==> src/rtl/instruction_fetch_if.sv <==
// Fetch-side bus bundle: RAM address/enable/data plus the decoder-facing instruction handshake.
// Handshake: an entry transfers on any rising edge where instr_valid && instr_ready; instr_valid never depends on instr_ready.
interface instruction_fetch_if #(
    parameter int ADDR_WIDTH = 8,
    parameter int DATA_WIDTH = 8
);
    logic [ADDR_WIDTH-1:0] mem_address;
    logic                  mem_enable;
    logic [DATA_WIDTH-1:0] mem_data;
    logic                  instr_valid;
    logic                  instr_ready;
    logic [DATA_WIDTH-1:0] instr_data;
    logic [ADDR_WIDTH-1:0] instr_addr;

    modport master (
        output mem_address, mem_enable, instr_valid, instr_data, instr_addr,
        input  mem_data, instr_ready
    );

    modport slave (
        input  mem_address, mem_enable, instr_valid, instr_data, instr_addr,
        output mem_data, instr_ready
    );
endinterface

==> src/rtl/instruction_fetch.sv <==
// Fetch unit: owns the PC, reads the instruction RAM and buffers {addr, data} pairs
// in a small prefetch queue feeding the decoder; supports start, redirect/flush and end-of-memory.
module instruction_fetch #(
    parameter int ADDR_WIDTH  = 8,
    parameter int DATA_WIDTH  = 8,
    parameter int MEM_DEPTH   = 128,
    parameter int QUEUE_DEPTH = 4
) (
    input  logic                         clk,
    input  logic                         reset_n,
    input  logic                         start,
    input  logic                         redirect_valid,
    input  logic [ADDR_WIDTH-1:0]        redirect_addr,
    instruction_fetch_if.master          bus,
    output logic                         done,
    output logic [1:0]                   dbg_state,
    output logic [$clog2(QUEUE_DEPTH):0] dbg_count
);
    localparam int PW = $clog2(QUEUE_DEPTH);
    localparam int CW = PW + 1;

    localparam logic [1:0] S_IDLE  = 2'd0;
    localparam logic [1:0] S_FETCH = 2'd1;
    localparam logic [1:0] S_DONE  = 2'd2;

    localparam logic [CW-1:0]         FULL      = CW'(QUEUE_DEPTH);
    localparam logic [ADDR_WIDTH-1:0] LAST_ADDR = ADDR_WIDTH'(MEM_DEPTH - 1);
    localparam logic [ADDR_WIDTH:0]   MEM_LIMIT = (ADDR_WIDTH + 1)'(MEM_DEPTH);

    logic [1:0]            state;
    logic [ADDR_WIDTH-1:0] pc;
    logic [CW-1:0]         count;
    logic [PW-1:0]         rd_ptr;
    logic [PW-1:0]         wr_ptr;
    logic [DATA_WIDTH-1:0] data_q [QUEUE_DEPTH];
    logic [ADDR_WIDTH-1:0] addr_q [QUEUE_DEPTH];
    logic                  push;
    logic                  pop;

    // A redirect cycle never fetches: the PC is about to be replaced.
    assign push = (state == S_FETCH) && (count < FULL) && !redirect_valid;
    assign pop  = bus.instr_valid && bus.instr_ready;

    assign bus.mem_enable  = push;
    assign bus.mem_address = pc;
    assign bus.instr_valid = (count != '0);
    assign bus.instr_data  = bus.instr_valid ? data_q[rd_ptr] : '0;
    assign bus.instr_addr  = bus.instr_valid ? addr_q[rd_ptr] : '0;

    assign done      = (state == S_DONE) && (count == '0);
    assign dbg_state = state;
    assign dbg_count = count;

    always_ff @(posedge clk or negedge reset_n) begin
        if (!reset_n) begin
            state  <= S_IDLE;
            pc     <= '0;
            count  <= '0;
            rd_ptr <= '0;
            wr_ptr <= '0;
        end else if (redirect_valid) begin
            // Flush wins over any pop this cycle; the decoder still consumed that entry.
            count  <= '0;
            rd_ptr <= '0;
            wr_ptr <= '0;
            pc     <= redirect_addr;
            state  <= ({1'b0, redirect_addr} < MEM_LIMIT) ? S_FETCH : S_DONE;
        end else begin
            case (state)
                S_IDLE: begin
                    if (start) state <= S_FETCH;
                end
                S_FETCH: begin
                    if (push) begin
                        if (pc == LAST_ADDR) state <= S_DONE;
                        else                 pc    <= pc + ADDR_WIDTH'(1);
                    end
                end
                default: ;
            endcase
            if (push) wr_ptr <= wr_ptr + PW'(1);
            if (pop)  rd_ptr <= rd_ptr + PW'(1);
            count <= count + CW'(push) - CW'(pop);
        end
    end

    // Queue storage needs no reset: entries are only visible while counted.
    always_ff @(posedge clk) begin
        if (push) begin
            data_q[wr_ptr] <= bus.mem_data;
            addr_q[wr_ptr] <= pc;
        end
    end
endmodule

==> src/flat_wrapper.sv <==
// flat-port wrapper written by rule: the top's interface ports become plain ports
module instruction_fetch_flat 
#(
    parameter int ADDR_WIDTH  = 8,
    parameter int DATA_WIDTH  = 8,
    parameter int MEM_DEPTH   = 128,
    parameter int QUEUE_DEPTH = 4
)
  (clk, reset_n, start, redirect_valid, redirect_addr, done, dbg_state, dbg_count, bus_mem_address, bus_mem_enable, bus_instr_valid, bus_instr_data, bus_instr_addr, bus_mem_data, bus_instr_ready);
  instruction_fetch_if #(.ADDR_WIDTH(ADDR_WIDTH), .DATA_WIDTH(DATA_WIDTH)) bus_i ();
  input  logic clk;
  input  logic reset_n;
  input  logic start;
  input  logic redirect_valid;
  input  logic [ADDR_WIDTH-1:0] redirect_addr;
  output logic done;
  output logic [1:0] dbg_state;
  output logic [$clog2(QUEUE_DEPTH):0] dbg_count;
  output wire logic [$bits(bus_i.mem_address)-1:0] bus_mem_address;
  output wire logic [$bits(bus_i.mem_enable)-1:0] bus_mem_enable;
  output wire logic [$bits(bus_i.instr_valid)-1:0] bus_instr_valid;
  output wire logic [$bits(bus_i.instr_data)-1:0] bus_instr_data;
  output wire logic [$bits(bus_i.instr_addr)-1:0] bus_instr_addr;
  input wire logic [$bits(bus_i.mem_data)-1:0] bus_mem_data;
  input wire logic [$bits(bus_i.instr_ready)-1:0] bus_instr_ready;
  assign bus_mem_address = bus_i.mem_address;
  assign bus_mem_enable = bus_i.mem_enable;
  assign bus_instr_valid = bus_i.instr_valid;
  assign bus_instr_data = bus_i.instr_data;
  assign bus_instr_addr = bus_i.instr_addr;
  assign bus_i.mem_data = bus_mem_data;
  assign bus_i.instr_ready = bus_instr_ready;
  instruction_fetch #(.ADDR_WIDTH(ADDR_WIDTH), .DATA_WIDTH(DATA_WIDTH), .MEM_DEPTH(MEM_DEPTH), .QUEUE_DEPTH(QUEUE_DEPTH)) u_core (.clk(clk), .reset_n(reset_n), .start(start), .redirect_valid(redirect_valid), .redirect_addr(redirect_addr), .bus(bus_i), .done(done), .dbg_state(dbg_state), .dbg_count(dbg_count));
endmodule
==> config.mk <==
export PLATFORM = sky130hd
export DESIGN_NAME = instruction_fetch_flat
export DESIGN_NICKNAME = d
export VERILOG_FILES = /design/src/rtl/instruction_fetch_if.sv /design/src/rtl/instruction_fetch.sv /design/src/flat_wrapper.sv
export SDC_FILE = /design/constraint.sdc
export NUM_CORES = 1
export LEC_CHECK = 0
export CAP_MARGIN = 0
export CORE_ASPECT_RATIO = 0.8
export CORE_UTILIZATION = 29
export CTS_CLUSTER_SIZE = 10
export DETAILED_ROUTE_END_ITERATION = 8
export GPL_TIMING_DRIVEN = 0
export HOLD_SLACK_MARGIN = 0.05
export PLACE_DENSITY = 0.6
export SYNTH_ARGS = -nofsm -noshare
export SYNTH_HDL_FRONTEND = slang
export SYNTH_SLANG_ARGS = --single-unit
==> constraint.sdc <==
create_clock -name clk -period 6 [get_ports clk]
set_clock_uncertainty 0.1 [all_clocks]
set_input_delay 0.9 -clock clk [delete_from_list [all_inputs] [get_ports clk]]
set_output_delay 0.9 -clock clk [all_outputs]
set_load 0.01 [all_outputs]
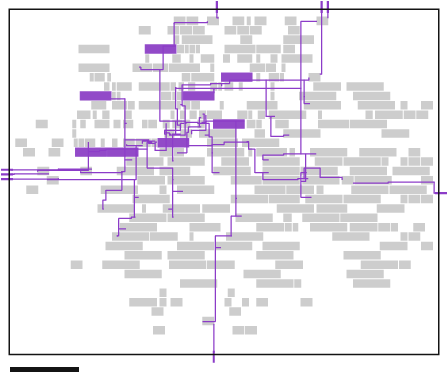
Fig. 1. I/O nets highlighted.
The bar under the picture is 20 um long.
Key: purple = bus_mem_address [bits 8, direction output, end cells 8, buffers 8, wire 852 um]

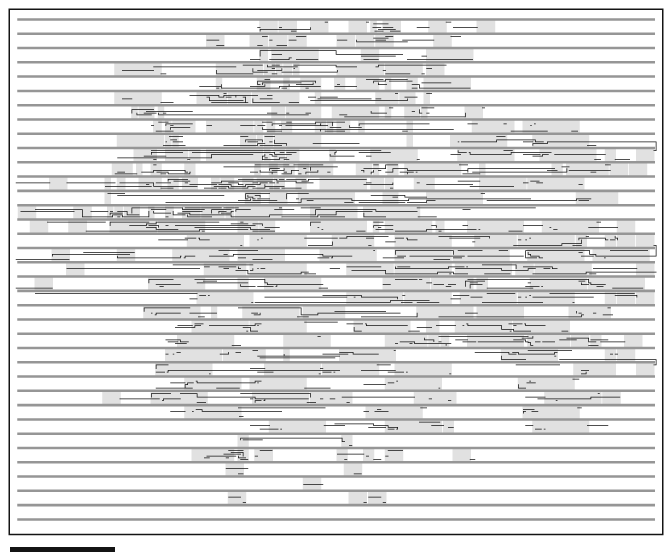
Fig. 2. M1 wires.
The bar under the picture is 20 um long. Supply wires on this layer in gray.
The longest straight run is 43.7 um. The wires run mostly horizontal. The layer carries 3,250 um of wire. The layer holds 47% of the routed length. 265 nets have wire on it.
DR vias: 1,942
final WL: 6860 um
met1 GRT Util: 16.1%

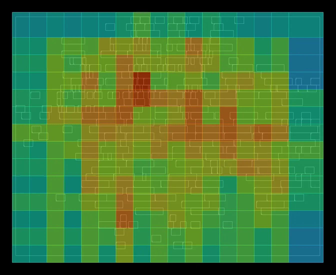
Fig. 3. Routing congestion.
Post-Route Utilization: 38.7%
met2 usage in global routing: 19.3%
met3 Resource Use GR: 2.98%
busiest layer in global routing: met2
WL per Instance: 16.2 um

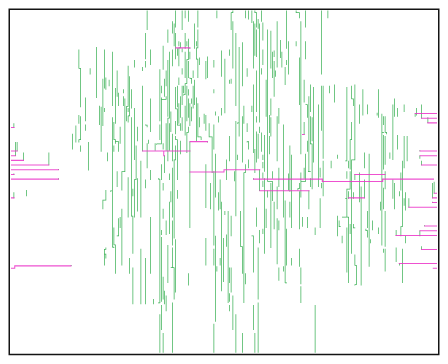
Fig. 4. Wiring by layer.
Two of the layers only.
Key: green = metal 2 [wire length 3,310 um]; magenta = metal 3 [wire length 265 um]
Total GRT Usage: 12.1%

==> results.txt <==
Outcome: complete, no violations
DIE HEIGHT: 99.7 um
Crit path DAT: 2280 ps
Via-to-Cell Ratio: 4.58
Fmax: 305 MHz
RR Startpoint: u_core.dbg_count[2]
Hold Slack: 492 ps
Top sig layer: met4
Hold Fails Final Rpt: 0
DIE AREA: 12,400 sq um
OpenROAD warning count: 29
Clk pwr share: 32.9%
RD Place Congestion: 0.713
CP max stage delay: 540 ps
Ys cells: 208
Power per Cell Area: 384 nW/um^2
Area after DPL: 4170 sq um
Post-CTS setup buffer count: 0
Seq/Total Area, Yosys: 67.8%
Top cells excl fill/tap: 64 x edfxtp_1, 52 x clkdlybuf4s50_1, 18 x and2_1
Combinational share of power: 27.9%
CP required: 5000 ps
Clk ins delay skew pair: 330 ps
HP Start: u_core.wr_ptr[1]
# nets final: 300
TritonRoute pass-1 iters: 4
# rows: 35
Synth-to-layout area growth: 29.4%
Pleak: 1.55 nW
Warnings from Yosys: 0
Slew margin rel.: 39.2%
Syn Area/Cell: 16.6 sq um
Num CTS Buffers: 9
M1 WL: 3250 um
Final Instance Area: 4480 sq um
Place WS: 2710 ps
Post-cts resize count: 0
Least-Margin Pin Slew: 912 ps
Flop2flop setup slack: 3330 ps
Sequential cell area: 2350 sq um
Clock Tree Buf Depth: 2
Crit path buf inv count: 3
Post-synth EDFFs: 64
Max FO, Critical Path: 10
Clock Tree Root: clkbuf_16
Core Area: 11,600 sq um
Met3 WL: 265 um
## kinds of logic (layout without fill, tap and decap cells)
group	count (synthesis)	count (layout)	share of synthesized area, %
mux	18	18	11.0
simple gates	60	60	10.0
buf+inv	15	83	2.24
flops	81	81	67.8
fa+ha+maj	8	8	3.11
compound gates	18	18	3.76
xor+xnor	8	8	2.02
## how the worst max path moves through the flow
| stage | depth (start not counted) | slack, ps | to | from |
|---|---|---|---|---|
| finish | 5 | 2720 | bus_instr_addr[3] | u_core.rd_ptr[0] |
| global placement | 4 | 2750 | bus_mem_enable | redirect_valid |
| floorplan | 10 | 3420 | u_core.dbg_count[2] | redirect_valid |
| global route | 5 | 2590 | bus_instr_addr[3] | u_core.rd_ptr[0] |
| CTS | 5 | 2660 | bus_instr_addr[3] | u_core.rd_ptr[0] |
| detailed placement | 4 | 2710 | bus_mem_enable | redirect_valid |
## tightest hold or removal path: cells and delay by family, from the launching register on
kind / cells / cell delay (ps)
AND-OR/OR-AND: 1 / 60
flip-flops: 1 / 410
AND/OR/NAND/NOR: 1 / 70
## per-layer routing
layer | track usage, % | vias to the layer above
met5 | 0 | -
met4 | 4.12 | 0
met3 | 2.98 | 4
met2 | 19.3 | 43
met1 | 16.1 | 986
li1 | - | 909
## area by class of cell
| type | count | share of cell area, % |
|---|---|---|
| clock inverter | 6 | 1.84 |
| clock buffer | 10 | 5.11 |
| sequential | 81 | 52.4 |
| tap | 148 | 4.13 |
| inverter | 7 | 0.587 |
| multi-input combinational | 112 | 23.2 |
| buffer | 8 | 1.15 |
| timing repair buffer | 52 | 11.6 |
## state kept, by name, summed over array words and instances, names as in the netlist
register / cells
u_core.bus.mem_address: 8
u_core.dbg_state: 2
u_core.dbg_count: 3
u_core.data_q: 32
u_core.addr_q: 32
u_core.rd_ptr: 2
u_core.wr_ptr: 2
## synthesized netlist by cell type, drive strengths merged, types with 2 or more instances
| cell type | count | area [sq um] |
|---|---|---|
| buf | 5 | 40.0 |
| nor2 | 12 | 45.0 |
| nand2 | 8 | 30.0 |
| dfrtp | 17 | 425 |
| and3 | 8 | 50.1 |
| xnor2 | 4 | 35.0 |
| o21ai | 4 | 20.0 |
| ha | 7 | 87.6 |
| o211ai | 2 | 20.0 |
| nand2b | 2 | 12.5 |
| clkbuf | 3 | 11.3 |
| edfxtp | 64 | 1920 |
| inv | 6 | 22.5 |
| a21oi | 5 | 25.0 |
| o31ai | 2 | 20.0 |
| nor3 | 2 | 10.0 |
| xor2 | 4 | 35.0 |
| a31oi | 2 | 12.5 |
| mux4 | 16 | 360 |
| nand3 | 3 | 20.0 |
| and2 | 18 | 113 |
## power groups by stage
| stage | Combinational [mW] | Clock, mW | Sequential, mW |
|---|---|---|---|
| CTS | 0.494 | 0.578 | 0.674 |
| global placement | 0.488 | 0 | 0.684 |
| detailed placement | 0.492 | 0 | 0.685 |
| floorplan | 0.267 | 0 | 0.682 |
| global route | 0.531 | 0.601 | 0.678 |
| finish | 0.480 | 0.566 | 0.673 |
No activity file was given, so power comes from the tool's default toggle rates.
